--- config.mk ---
export PLATFORM = sky130hd
export DESIGN_NAME = dmem_port_arbiter
export DESIGN_NICKNAME = d
export VERILOG_FILES = /design/src/rtl/mem_arb_pkg.sv /design/src/rtl/dmem_port_arbiter.sv
export SDC_FILE = /design/constraint.sdc
export NUM_CORES = 1
export LEC_CHECK = 0
export ABC_CLOCK_PERIOD_IN_PS = 3300
export CORE_MARGIN = 10
export CORE_UTILIZATION = 35
export CTS_CLUSTER_DIAMETER = 200
export CTS_CLUSTER_SIZE = 14
export DETAILED_ROUTE_END_ITERATION = 7
export PLACE_DENSITY = 0.76
export SLEW_MARGIN = 20
export SYNTH_ARGS = -nofsm -noshare
export SYNTH_HDL_FRONTEND = slang
export SYNTH_SLANG_ARGS = --single-unit
export TNS_END_PERCENT = 30
--- constraint.sdc ---
create_clock -name clk -period 3.3 [get_ports clk]
set_clock_uncertainty 0.15 [all_clocks]
set_input_delay 0.33 -clock clk [delete_from_list [all_inputs] [get_ports clk]]
set_output_delay 0.33 -clock clk [all_outputs]
set_load 0.01 [all_outputs]
--- src/rtl/mem_arb_pkg.sv ---
// Shared types and default widths for the data-memory port arbiter.
package mem_arb_pkg;

    localparam int DEF_DATA_W = 32;
    localparam int DEF_ADDR_W = 9;

    typedef enum logic {
        IDLE,
        AUX_LOCK
    } arb_state_t;

    typedef enum logic [1:0] {
        NONE,
        CORE,
        AUX
    } owner_t;

endpackage

--- src/rtl/dmem_port_arbiter.sv ---
// Round-robin arbiter sharing one data-memory port between the core load/store
// unit and an auxiliary master, with bounded aux locking and 1-cycle read return.
module dmem_port_arbiter
    import mem_arb_pkg::*;
#(
    parameter int DATA_W   = DEF_DATA_W,
    parameter int ADDR_W   = DEF_ADDR_W,
    parameter int LOCK_MAX = 16
) (
    input  logic              clk,
    input  logic              reset,

    input  logic              c_req,
    input  logic              c_we,
    input  logic [ADDR_W-1:0] c_addr,
    input  logic [DATA_W-1:0] c_wdata,
    output logic              c_gnt,
    output logic              c_rvalid,
    output logic [DATA_W-1:0] c_rdata,

    input  logic              a_req,
    input  logic              a_we,
    input  logic [ADDR_W-1:0] a_addr,
    input  logic [DATA_W-1:0] a_wdata,
    input  logic              a_lock,
    output logic              a_gnt,
    output logic              a_rvalid,
    output logic [DATA_W-1:0] a_rdata,

    output logic              m_wr,
    output logic              m_rd,
    output logic [ADDR_W-1:0] m_addr,
    output logic [DATA_W-1:0] m_wdata,
    input  logic [DATA_W-1:0] m_rdata,

    output logic              core_stall
);

    localparam int               CNT_W     = $clog2(LOCK_MAX + 1);
    localparam logic [CNT_W-1:0] LOCK_LIMIT = CNT_W'(LOCK_MAX);

    arb_state_t        state_q, state_d;
    owner_t            last_win_q, last_win_d;
    owner_t            rd_owner_q, rd_owner_d;
    logic [CNT_W-1:0]  lock_cnt_q, lock_cnt_d;
    logic [DATA_W-1:0] c_rdata_q, c_rdata_d;
    logic [DATA_W-1:0] a_rdata_q, a_rdata_d;

    // Grants are suppressed while reset is high so nothing reaches memory mid-reset.
    always_comb begin
        c_gnt = 1'b0;
        a_gnt = 1'b0;
        if (!reset) begin
            if (state_q == AUX_LOCK) begin
                if (c_req && (lock_cnt_q == LOCK_LIMIT)) begin
                    c_gnt = 1'b1;
                end else if (a_req) begin
                    a_gnt = 1'b1;
                end else if (c_req) begin
                    c_gnt = 1'b1;
                end
            end else begin
                if (c_req && a_req) begin
                    if (last_win_q == AUX) begin
                        c_gnt = 1'b1;
                    end else begin
                        a_gnt = 1'b1;
                    end
                end else begin
                    c_gnt = c_req;
                    a_gnt = a_req;
                end
            end
        end
    end

    always_comb begin
        m_wr    = (c_gnt & c_we) | (a_gnt & a_we);
        m_rd    = (c_gnt & ~c_we) | (a_gnt & ~a_we);
        m_addr  = '0;
        m_wdata = '0;
        if (c_gnt) begin
            m_addr  = c_addr;
            m_wdata = c_wdata;
        end else if (a_gnt) begin
            m_addr  = a_addr;
            m_wdata = a_wdata;
        end
        core_stall = c_req & ~c_gnt;
    end

    always_comb begin
        state_d    = state_q;
        lock_cnt_d = lock_cnt_q;
        last_win_d = last_win_q;
        rd_owner_d = NONE;

        case (state_q)
            IDLE: begin
                if (a_gnt && a_lock) begin
                    state_d = AUX_LOCK;
                end
            end
            AUX_LOCK: begin
                if (!a_lock || (!a_req && !c_gnt)) begin
                    state_d = IDLE;
                end
            end
            default: state_d = IDLE;
        endcase

        // A forced core grant resets the starvation window but keeps the lock.
        if (c_gnt || (state_d == IDLE)) begin
            lock_cnt_d = '0;
        end else if ((state_q == AUX_LOCK) && a_gnt && (lock_cnt_q != LOCK_LIMIT)) begin
            lock_cnt_d = lock_cnt_q + CNT_W'(1);
        end

        if (c_gnt) begin
            last_win_d = CORE;
        end else if (a_gnt) begin
            last_win_d = AUX;
        end

        if (c_gnt && !c_we) begin
            rd_owner_d = CORE;
        end else if (a_gnt && !a_we) begin
            rd_owner_d = AUX;
        end
    end

    // Memory data arrives the cycle after the strobe; pass it straight through
    // on the return cycle and hold it afterwards.
    always_comb begin
        c_rvalid  = (rd_owner_q == CORE);
        a_rvalid  = (rd_owner_q == AUX);
        c_rdata_d = c_rvalid ? m_rdata : c_rdata_q;
        a_rdata_d = a_rvalid ? m_rdata : a_rdata_q;
        c_rdata   = c_rdata_d;
        a_rdata   = a_rdata_d;
    end

    always_ff @(posedge clk or posedge reset) begin
        if (reset) begin
            state_q    <= IDLE;
            last_win_q <= AUX;
            lock_cnt_q <= '0;
            rd_owner_q <= NONE;
            c_rdata_q  <= '0;
            a_rdata_q  <= '0;
        end else begin
            state_q    <= state_d;
            last_win_q <= last_win_d;
            lock_cnt_q <= lock_cnt_d;
            rd_owner_q <= rd_owner_d;
            c_rdata_q  <= c_rdata_d;
            a_rdata_q  <= a_rdata_d;
        end
    end

endmodule

### Pin placement

Pins as bars across the die edge, other pins in gray.
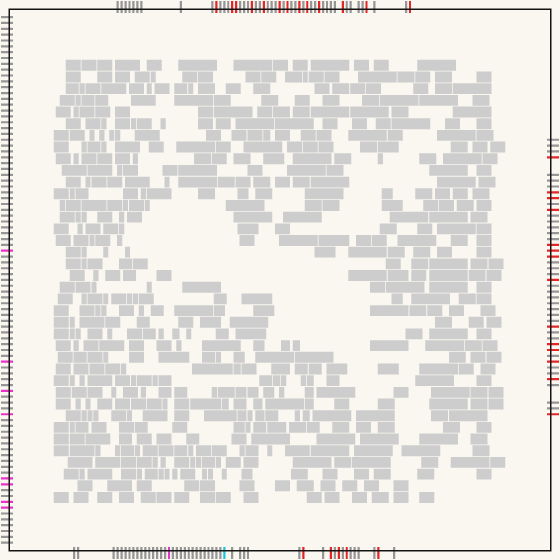
| color | port | pins | direction | edge |
|---|---|---|---|---|
| magenta | a_addr | 9 | input | 8 left, 1 bottom |
| cyan | clk | 1 | input | bottom |
| red | c_rdata | 32 | output | 14 right, 13 top, 5 bottom |

### Placement density heat map

13 x 13 tiles, from white (low) to dark blue (high), 0 to 100% covered.
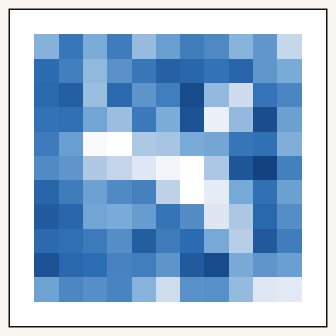
tiles over 75% full: 15%
nearly empty tiles: 30%
fullest tile: 93%

### The metal 3 layer

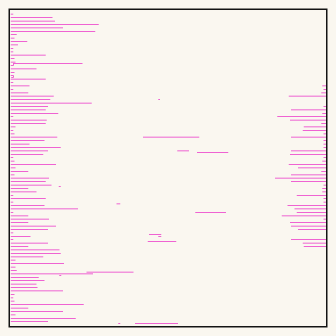
nets with wire on the layer: 143
main direction: horizontal

==> results.json <==
{
  "seq_cell_power_uw": 1170,
  "hold_viol": 0,
  "r2r_cells": 6,
  "p_clk_uw": 607,
  "grt-ovfl-total": 0,
  "crit_cells": 5,
  "io_buffers": 232,
  "drv.max_cap_violation_count": 0,
  "worstMarginPinSlew_ps": 877,
  "clockBufferCount": 10,
  "syn_avg_cell_area_sq_um": 11.5,
  "cp.required_ps": 2820,
  "drive_gt1_share_pct": 19.8,
  "place_congestion": 0.807,
  "slew_headroom_pct": 41.5,
  "critPathMaxFanout": 48,
  "place_area_sq_um": 6400,
  "ys_area_sq_um": 3920,
  "lay_top_cells": "clkdlybuf4s50_1, inv_1, dfrtp_1",
  "vias": 3429,
  "grtUsageMet1_pct": 16.9,
  "final_util_pct": 60.3,
  "clk_share_pct": 2.61,
  "slew_violations": 0,
  "postCtsHoldBufs": 0,
  "critPathMaxStageDelay_ps": 610,
  "critical_path_buf_inv_count": 2,
  "synth_cells": 341,
  "clkTransAtPathRegs_ps": 80,
  "seq_area_sq_um": 1850,
  "die_area_sq_um": 15800,
  "arrival_ps": 2520,
  "rrSetupSlack_ps": 1410,
  "wl_microns": 13900,
  "drt_iter0_drc": 153,
  "ys_cells": 341,
  "nonClkBufAreaFrac_pct": 36.7,
  "rsz0062_at_grt": "false",
  "synth_warnings": 0,
  "status": "finished clean",
  "highest_layer": "met4",
  "ys_ff": 74,
  "min-delay-start": "last_win_q[1]",
  "p_comb_uw": 1290,
  "comb_area_sq_um": 1610,
  "endpoint_kind": "output port",
  "dominant_cells": "buffers",
  "diodes": 0,
  "grt.total_usage_pct": 16.8,
  "syn_area_sq_um": 3920,
  "setup_violations": 0,
  "nNonClkInverters": 92,
  "critical_path.cell_chain": "nor3b_1 > a211oi_4 > buf_12 > o32ai_1 > clkdlybuf4s50_1",
  "fp-utilization_pct": 36.0,
  "gr-usage-met2_pct": 30.5,
  "cts_tree": "done",
  "die_w_microns": 126,
  "finalNonFillerCells": 711,
  "crit_path_start_kind": "register",
  "pre_cts_slack_ps": 395,
  "busiest_layer": "met2",
  "h-tree-depth": 3,
  "dp_cells": 695,
  "n_fill_cell": 934,
  "top_area_share_pct": 46.7,
  "clk_path_buf_depth": 2,
  "p_per_area_nw_per_um2": 466,
  "power_frac_seq_pct": 38.1,
  "period_used_pct": 90.9,
  "grt_pass1_wl_microns": 21700,
  "combinationalPowerShare_pct": 42.1,
  "finalNetCount": 689
}
==> state kept, by name, summed over array words and instances, names as in the netlist <==
signal,cells
a_rdata_q,32
last_win_q,2
c_rdata_q,32
rd_owner_q,2
state_q,1
lock_cnt_q,5
==> synth_stat cells, types with 2 or more instances <==
| library cell | n |
|---|---|
| inv_1 | 92 |
| dfrtp_1 | 73 |
| mux2_2 | 64 |
| o32ai_1 | 23 |
| o32ai_2 | 20 |
| buf_2 | 10 |
| a221oi_1 | 5 |
| buf_4 | 5 |
| clkbuf_1 | 5 |
| o21ai_0 | 5 |
| nand2_1 | 4 |
| or3_1 | 4 |
| nand3b_1 | 3 |
| buf_6 | 2 |
| ha_1 | 2 |
| nand2b_1 | 2 |
| nand4b_1 | 2 |
| nand4bb_1 | 2 |
| nor2_1 | 2 |
| nor2b_1 | 2 |
